File: config.mk
export PLATFORM = sky130hd
export DESIGN_NAME = rr_arbiter_8
export DESIGN_NICKNAME = d
export VERILOG_FILES = /design/src/rtl/rr_arbiter_8.sv
export SDC_FILE = /design/constraint.sdc
export NUM_CORES = 1
export LEC_CHECK = 0
export CORE_MARGIN = 2
export CORE_UTILIZATION = 40
export DETAILED_ROUTE_END_ITERATION = 10
export HOLD_SLACK_MARGIN = 0.03
export PLACE_DENSITY = 0.57
export SLEW_MARGIN = 20
export SYNTH_ARGS = -nofsm -noshare
export SYNTH_HDL_FRONTEND = slang
export SYNTH_SLANG_ARGS = --single-unit
File: constraint.sdc
create_clock -name clk -period 5.4 [get_ports clk]
set_clock_uncertainty 0.1 [all_clocks]
set_input_delay 1.08 -clock clk [delete_from_list [all_inputs] [get_ports clk]]
set_output_delay 1.08 -clock clk [all_outputs]
set_load 0.02 [all_outputs]
File: src/rtl/rr_arbiter_8.sv
// rr_arbiter_8: round-robin arbiter granting one shared resource to one of 8 requesters
//   clk         - system clock, all state updates on rising edge
//   rst_n       - synchronous active-low reset
//   req_i       - level-sensitive request vector, bit i = requester i
//   done_i      - release strobe from the current owner (ignored when idle)
//   gnt_o       - registered one-hot grant, zero when no grant
//   gnt_idx_o   - index of current owner, holds last value when idle
//   gnt_valid_o - high while a grant is active
//   timeout_o   - one-cycle pulse after a grant was revoked by the hold limit
module rr_arbiter_8 #(
    parameter int unsigned MAX_HOLD = 15,
    parameter int unsigned HOLD_W   = 4
) (
    input  logic       clk,
    input  logic       rst_n,
    input  logic [7:0] req_i,
    input  logic       done_i,
    output logic [7:0] gnt_o,
    output logic [2:0] gnt_idx_o,
    output logic       gnt_valid_o,
    output logic       timeout_o
);
    typedef enum logic {IDLE, GRANT} state_t;
    state_t            state_q, state_d;
    logic [2:0]        ptr_q, ptr_d;
    logic [2:0]        idx_q, idx_d;
    logic [7:0]        gnt_q, gnt_d;
    logic [HOLD_W-1:0] cnt_q, cnt_d;
    logic              to_q, to_d;
    logic [2:0]        win;
    logic              rel, forced;
    // Scan from the farthest offset down so the closest set bit to ptr wins
    always_comb begin
        win = ptr_q;
        for (int k = 7; k >= 0; k--)
            if (req_i[ptr_q + 3'(k)]) win = ptr_q + 3'(k);
    end
    // done and withdrawal take precedence, so a forced release never coincides with them
    assign rel    = done_i || !req_i[idx_q];
    assign forced = !rel && (MAX_HOLD != 0) && (cnt_q == HOLD_W'(MAX_HOLD));
    always_comb begin
        state_d = state_q;
        ptr_d   = ptr_q;
        idx_d   = idx_q;
        gnt_d   = gnt_q;
        cnt_d   = cnt_q;
        to_d    = 1'b0;
        if (state_q == IDLE) begin
            if (|req_i) begin
                state_d = GRANT;
                idx_d   = win;
                gnt_d   = 8'b1 << win;
                cnt_d   = HOLD_W'(1);
            end
        end else if (rel || forced) begin
            state_d = IDLE;
            gnt_d   = 8'h00;
            ptr_d   = idx_q + 3'd1;
            to_d    = forced;
        end else begin
            cnt_d = (cnt_q == '1) ? cnt_q : cnt_q + HOLD_W'(1);
        end
    end
    always_ff @(posedge clk) begin
        if (!rst_n) begin
            state_q <= IDLE;
            ptr_q   <= 3'd0;
            idx_q   <= 3'd0;
            gnt_q   <= 8'h00;
            cnt_q   <= '0;
            to_q    <= 1'b0;
        end else begin
            state_q <= state_d;
            ptr_q   <= ptr_d;
            idx_q   <= idx_d;
            gnt_q   <= gnt_d;
            cnt_q   <= cnt_d;
            to_q    <= to_d;
        end
    end
    assign gnt_o       = gnt_q;
    assign gnt_idx_o   = idx_q;
    assign gnt_valid_o = (state_q == GRANT);
    assign timeout_o   = to_q;
endmodule

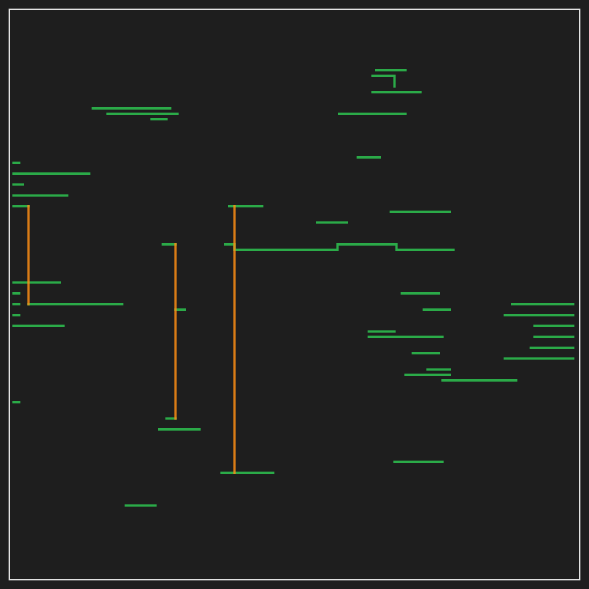
*Metal layers overlaid, run 1*
(8 px per µm) Two of the layers only.
Green shows metal 3, wire length 242 µm. Orange shows metal 4, wire length 67.3 µm.

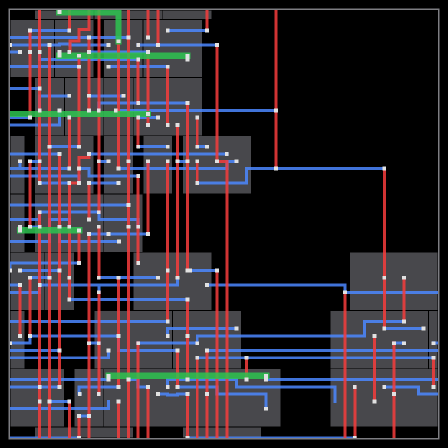
*Close-up of the layout, run 1*
Window x 43 to 63, y 43 to 63 µm. Cells in grey, sequential cells in the stronger grey; small squares are vias.
Blue shows metal 1. Green shows metal 3. Red shows metal 2.
Sequential cells in the window: 0. 24 logic cells have their middle in the window. Most frequent: nand2_1 (4), a21oi_1 (3), mux4_2 (2).

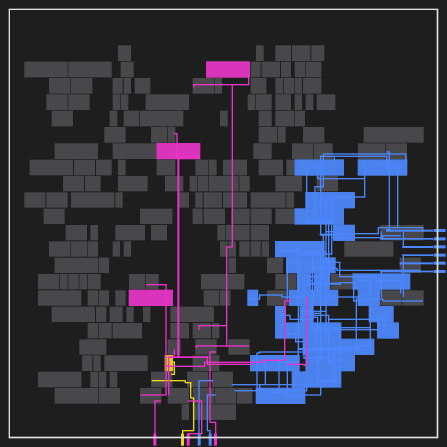
*Wires at chosen ports, followed through buffers, run 1*
(6 px per µm)
Yellow shows done_i, bits 1, direction input, end cells 1, buffers 1, wire 20.7 µm. Magenta shows gnt_idx_o, bits 3, direction output, end cells 3, buffers 3, wire 240 µm. Blue shows req_i, bits 8, direction input, end cells 25, buffers 8, wire 683 µm.

==> impl_metrics.env, run 1 <==
# flow metrics
export IMPL_internal_power_w=0.0004078
export IMPL_synthTopLogicFamily="multiplexers"
export IMPL_dp_cells=254
export IMPL_r2r_cells=9
export IMPL_worst_path_largest_cell_delay_ns=0.93
export IMPL_min_from="gnt_o[6]"
export IMPL_aoi_share_pct=19.51
export IMPL_drv_slew=0
export IMPL_seq_area_um2=400.4
export IMPL_p_comb_share_pct=57.7
export IMPL_period_used_pct=76.18
export IMPL_largest_reg_flops=8
export IMPL_cts_buffers_inserted=3
export IMPL_p_sw_w=0.0002899
export IMPL_layout_cells_most_common_list="23 x clkdlybuf4s50_1, 21 x nand2_1, 20 x dfxtp_1"
export IMPL_syn_cell_area_um2=1802
export IMPL_startpoint="ptr_q[0]"
export IMPL_edf_count=0
export IMPL_grt_use_met1_pct=27.23
export IMPL_yosysSeqAreaShare_pct=22.22
export IMPL_fin_tns_setup_ns=0
export IMPL_seq_share_pct=19.27
export IMPL_status="finished, final reports clean"
export IMPL_seq_cell_power_w=0.000200
export IMPL_grt_busiest_layer="met2"
export IMPL_fp_util_pct=41.38
### Clock wiring as the flow saved it, run 1

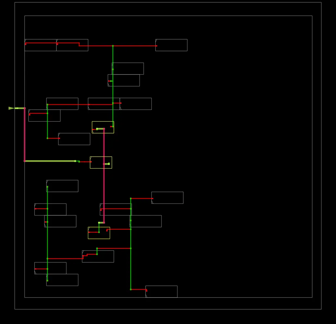

--- run 2 (diff from run 1) ---
PLACE_DENSITY = 0.59   (was 0.57)
clock period = 3.32 ns   (was 5.4 ns; I/O delays follow)
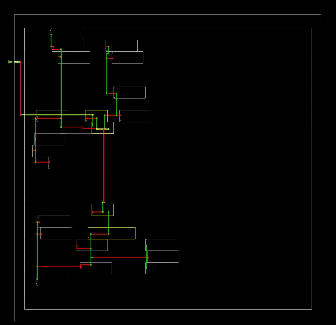
*Clock wiring as the flow saved it, run 2*
clock group total power: 0.000236 W
cts bufs inserted: 3
CLK BUF: 3
registers: 20

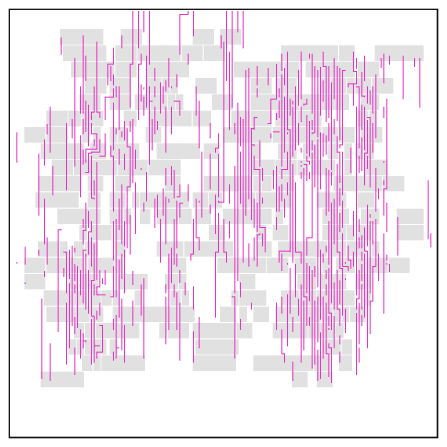
*The metal 2 layer, run 2*
(6 px per µm) Cells faint in the background.
The longest straight run is 31.3 µm. The wires run mostly vertical. The layer carries 2430 µm of wire. The layer holds 49% of the routed length. 213 nets have wire on it.

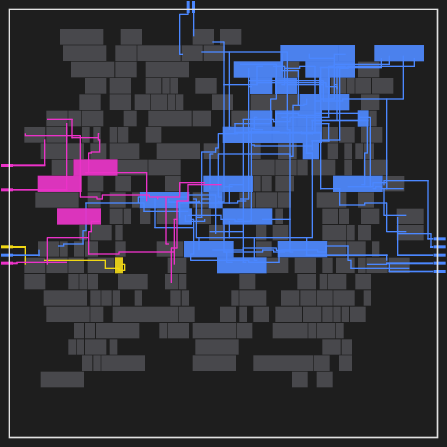
*Wires at chosen ports, followed through buffers, run 2*
(6 px per µm)
Blue shows req_i, bits 8, direction input, end cells 25, buffers 15, wire 965 µm. Magenta shows gnt_idx_o, bits 3, direction output, end cells 3, buffers 3, wire 193 µm. Yellow shows done_i, bits 1, direction input, end cells 1, buffers 1, wire 21.5 µm.

==> run 2 against run 1 <==
Effect of this change: non-clock buffer count is 20 higher; power grew 83%; first-iteration DRC count down 17%; final cell count rose by 8.2%; clock power increased by 150%; final area is 9.1% higher; core utilization grew 4.3 points; synthesized cell count stayed put; critical path type is now input port to register; critical endpoint is now gnt_o[1]; largest cell class unchanged; highest routed layer unchanged.
==> impl_metrics.env, run 2 <==
# flow metrics
export IMPL_drv_slew=0
export IMPL_internal_power_w=0.0007875
export IMPL_period_used_pct=95.62
export IMPL_hold_depth=2
export IMPL_syn_cell_area_um2=1802
export IMPL_p_comb_share_pct=57.5
export IMPL_crit_type="input port to register"
export IMPL_seq_area_um2=400.4
export IMPL_synthTopLogicFamily="multiplexers"
export IMPL_syn_num_nets=205
export IMPL_dp_cells=274
export IMPL_p_sw_w=0.0004906
export IMPL_worst_path_largest_cell_delay_ns=0.60
export IMPL_status="finished, final reports clean"
export IMPL_min_from="gnt_o[2]"
export IMPL_grt_busiest_layer="met2"
export IMPL_yosysSeqAreaShare_pct=22.22
export IMPL_seq_share_pct=17.66
export IMPL_fin_tns_setup_ns=0
export IMPL_r2r_cells=9
export IMPL_edf_count=0
export IMPL_finalPower_w=0.001278
export IMPL_fp_util_pct=41.38
export IMPL_fp_dieW_um=71.12
export IMPL_powerComb_w=0.000735
export IMPL_largest_reg_flops=8
### Close-up of the layout, run 2

Window x 43 to 63, y 43 to 63 µm. Cells in grey, sequential cells in the stronger grey; small squares are vias.
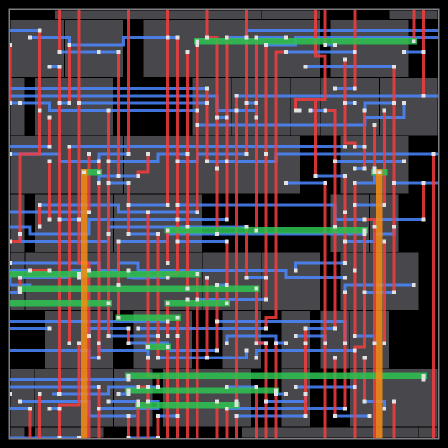

--- run 3 (diff from run 2) ---
CTS_BUF_LIST = sky130_fd_sc_hd__clkbuf_4   (was not set)
HOLD_SLACK_MARGIN = 0.15   (was 0.03)
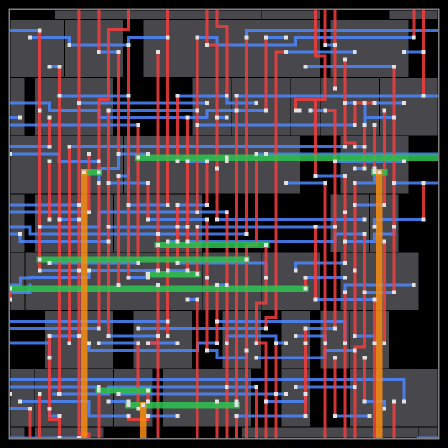
*Close-up of the layout, run 3*
Window x 43 to 63, y 43 to 63 µm. Cells in grey, sequential cells in the stronger grey; small squares are vias.
Orange shows metal 4. Red shows metal 2. Green shows metal 3. Blue shows metal 1.
Sequential cells in the window: 0. Most frequent: mux2i_1 (6), mux4_2 (4), buf_4 (4). 31 logic cells have their middle in the window.

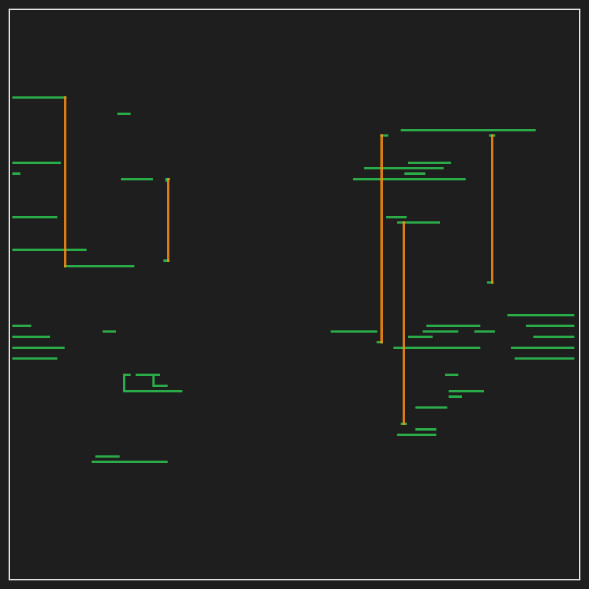
*Metal layers overlaid, run 3*
(8 px per µm) Two of the layers only.
Green shows metal 3, wire length 227 µm. Orange shows metal 4, wire length 101 µm.

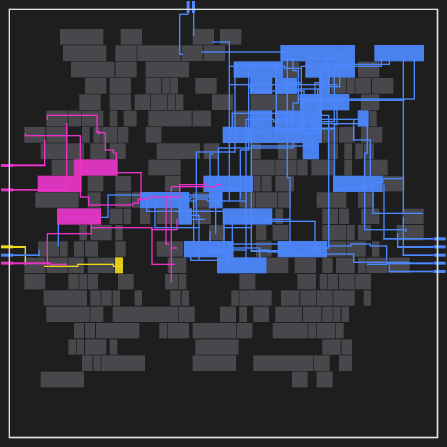
*Wires at chosen ports, followed through buffers, run 3*
(6 px per µm)
Magenta shows gnt_idx_o, bits 3, direction output, end cells 3, buffers 3, wire 190 µm. Yellow shows done_i, bits 1, direction input, end cells 1, buffers 1, wire 18.9 µm. Blue shows req_i, bits 8, direction input, end cells 25, buffers 15, wire 969 µm.

==> run 3 against run 2 <==
Effect of this change: combinational power hardly changed; clock power decreased by 17%; sequential share of layout area up 0.18 points; count of clock-buffer cells in the layout stayed put; register-to-register slack better by 0.09 ns; non-clock buffer count unchanged; die size unchanged; worst setup slack better by 0.046 ns; critical path depth is the same; synthesized area is the same; via count down 0.23%.
==> impl_metrics.env, run 3 <==
# flow metrics
export IMPL_grt_busiest_layer="met2"
export IMPL_hold_depth=2
export IMPL_synthTopLogicFamily="multiplexers"
export IMPL_p_leak_nw=0.8288
export IMPL_largest_reg_flops=8
export IMPL_vias=1764
export IMPL_fp_dieW_um=71.12
export IMPL_seq_share_pct=17.84
export IMPL_p_seq_share_pct=24.8
export IMPL_synth_cells=190
export IMPL_cts_tree="done"
export IMPL_dp_cells=274
export IMPL_drt_vias_per_instance=6.345
export IMPL_min_from="gnt_o[2]"
export IMPL_simple_gate_share_pct=16.32
export IMPL_hold_end="gnt_o[2]"
export IMPL_yosysSeqAreaShare_pct=22.22
export IMPL_finish_utilization_pct=51.55
export IMPL_syn_num_nets=205
export IMPL_r2r_cells=9
export IMPL_logic_gate_count=150
export IMPL_track_usage_pct=20.11
export IMPL_p_sw_w=0.0004836
export IMPL_status="finished, final reports clean"
export IMPL_fp_util_pct=41.38
export IMPL_crit_type="input port to register"
export IMPL_aoi_share_pct=19.51
export IMPL_yosys_warnings=0
export IMPL_powerClk_w=0.000195
export IMPL_seq_area_um2=400.4
export IMPL_powerComb_w=0.000732
export IMPL_period_used_pct=94.25
export IMPL_clock_buffers=3
export IMPL_worst_path_largest_cell_delay_ns=0.61
export IMPL_p_comb_share_pct=59.4
export IMPL_flop_count=20
export IMPL_ys_cells=190
export IMPL_finalPower_w=0.001233
export IMPL_edf_count=0
export IMPL_syn_cell_area_um2=1802
Power and IR drop assume default switching activity.
